Design write_stream_sequencer, sky130hd; sources not shown.
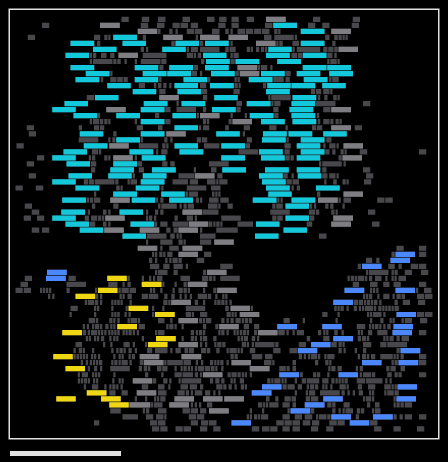
(where the registers sit)
Bar = 50 µm.
`rem_accept` -> yellow  # sequential cells 16, where bottom left
`mem` -> cyan  # sequential cells 128
`fsm_adress_o` -> blue  # sequential cells 32, where bottom right
FF/Latch Area: 6620 µm²
fin util: 41.1%
Seq/total area: 45.5%

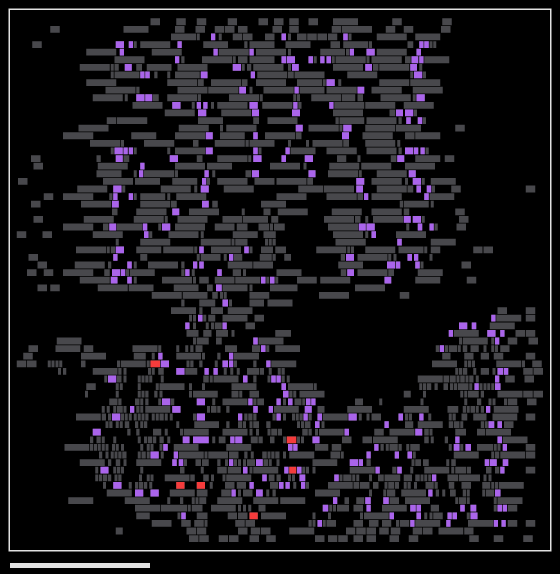
(selected gate families)
Bar = 50 µm.
AND-OR and OR-AND gates -> red  # cells 6, where bottom middle
inverting AOI/OAI gates -> purple  # cells 265, where widely spread
Comb/total area: 29.1%
Finished Layout Cells: 1809
dominant logic cell type in the layout: nand2_1

==> ci_impl_report.md <==
### Metrics collected by this job

| Metric | Value |
|---|---|
| Max cap viols | `0` |
| Distinct lib cells | `48` |
| Count leader, synth | `nand2_1` |
| Global Route Usage Sum | `15.7%` |
| Share of cells above drive strength 1 | `10.0%` |
| Hpwl dp | `19600 µm` |
| Tmin final | `2.41 ns` |
| WS Path Type | `in2reg` |
| Vias in the first global route | `8717` |
| Hold Violations, Final | `0` |
| First-pass GRT wire length | `47900 µm` |
| Final #Nets | `1427` |
| Drt via density | `4.96` |
| ANT nets after route | `0` |
| IR Drop Worst-Case VDD | `476 µV` |
| OpenROAD warnings | `30` |
| Detailed-route wire length | `30000 µm` |
| Max Slew Vio Count | `0` |
| Status | `complete, no violations` |
| Cell area after synthesis | `11500 µm²` |
| Fp_density | `32.4%` |
| Final setup violation count | `0` |
| DRT Pass-1 Iters | `5` |
| Clock Pin Slew Worst Setup and Hold Paths | `0.06 ns` |
| CTS max path bufs | `3` |
| DIE WIDTH | `193 µm` |
| Reg2Reg Depth | `12` |
| Initial antenna violation count | `0` |
| Vias | `8967` |
| Tightest Pin Transition | `0.851 ns` |
| Total grt overflow | `0` |
| CTS tree | `done` |
| DR DRC count | `0` |
| Async set or reset register ratio after synthesis | `46.4%` |
| H-tree depth | `1` |
| N_diodes | `0` |
| CTS buffer count | `26` |
| Clk sinks | `239` |
| Setup TNS | `0 ns` |
| Number of flip-flops in the largest register | `128` |
| Die height | `193 µm` |
| Fin crit share | `77.8%` |
| # fillers | `3400` |
[report_power, final]
| part | internal, mW | leakage [nW] | switching (mW) | total, mW |
|---|---|---|---|---|
| clock network | 1.83 | 0.431 | 1.29 | 3.12 |
| logic | 2.70 | 2.78 | 3.45 | 6.15 |
| registers | 4.38 | 2.48 | 0.722 | 5.10 |
| total | 8.91 | 5.69 | 5.46 | 14.4 |
[kinds of logic (layout without fill, tap and decap cells)]
kind of cell             after synthesis  after routing  synth area share [%]
AND/OR/NAND/NOR                      461            461                  18.0
AND-OR/OR-AND                        271            271                  14.7
flip-flops                           239            239                  57.8
buffers and inverters                166            336                  5.83
XOR/XNOR                              26             26                  2.12
adder cells (fa/ha/maj)               14             14                  1.53
multiplexers                           1              1                0.0873
[layout by cell type, fill, tap and decap left out, types with 5 or more instances in the layout]
cell type,n
o22ai_1,13
clkbuf_16,26
clkbuf_8,5
a21oi_1,36
o211ai_1,32
o311ai_0,30
nor2_4,11
dfrtp_1,110
clkbuf_1,5
xor2_1,20
buf_12,10
or2_2,30
nor3_1,10
nand3_1,35
nand2_1,194
a22oi_1,7
nand4_1,17
nor2_1,143
o221ai_1,14
buf_4,17
clkinv_2,7
edfxtp_1,128
o21ai_1,16
clkdlybuf4s50_1,153
inv_1,106
ha_1,13
o21ai_0,108
[through the flow]
step	instance area [µm²]	hold slack, ns	std cells	setup WS (ns)	util, %
2_1_floorplan	11500	0.324	1178	0.576	-
3_3_place_gp	13700	0.469	1761	0.179	38.7
3_5_place_dp	13700	0.476	1761	0.116	38.7
4_1_cts	14600	0.0484	1809	0.681	41.1
5_1_grt	14600	0.0723	1809	0.521	41.1
6_report	14600	0.0451	1809	0.689	41.1
[critical path, stage by stage]
cell and delay, ns:
clkdlybuf4s50_1 0.42, nand2_1 0.11, inv_1 0.10, ha_1 0.20
ha_1 0.29, inv_1 0.05, ha_1 0.19, xnor2_1 0.13
inv_1 0.10, nand2_1 0.07, nand2_2 0.11, buf_12 0.26
o21ai_0 0.15
[layer usage]
metal | vias up | part of all wire [%] | global-route usage [%] | wire length [µm]
met5 | - | 0 | 0 | 0
met3 | 43 | 3.8 | 1.95 | 1150
li1 | 4381 | - | - | -
met1 | 4352 | 47 | 22.0 | 14200
met2 | 191 | 47 | 25.7 | 14000
met4 | 0 | 2.0 | 4.07 | 605
[layout make-up]
class | instances | area, µm² | area share, %
clock buffers | 36 | 738 | 5.07
clock inverters | 12 | 124 | 0.851
inverters | 108 | 405 | 2.78
multi-input cells | 773 | 4230 | 29.1
flip-flops and latches | 239 | 6620 | 45.5
well taps | 461 | 577 | 3.96
repair buffers | 180 | 1860 | 12.8
Power and IR drop assume default switching activity.
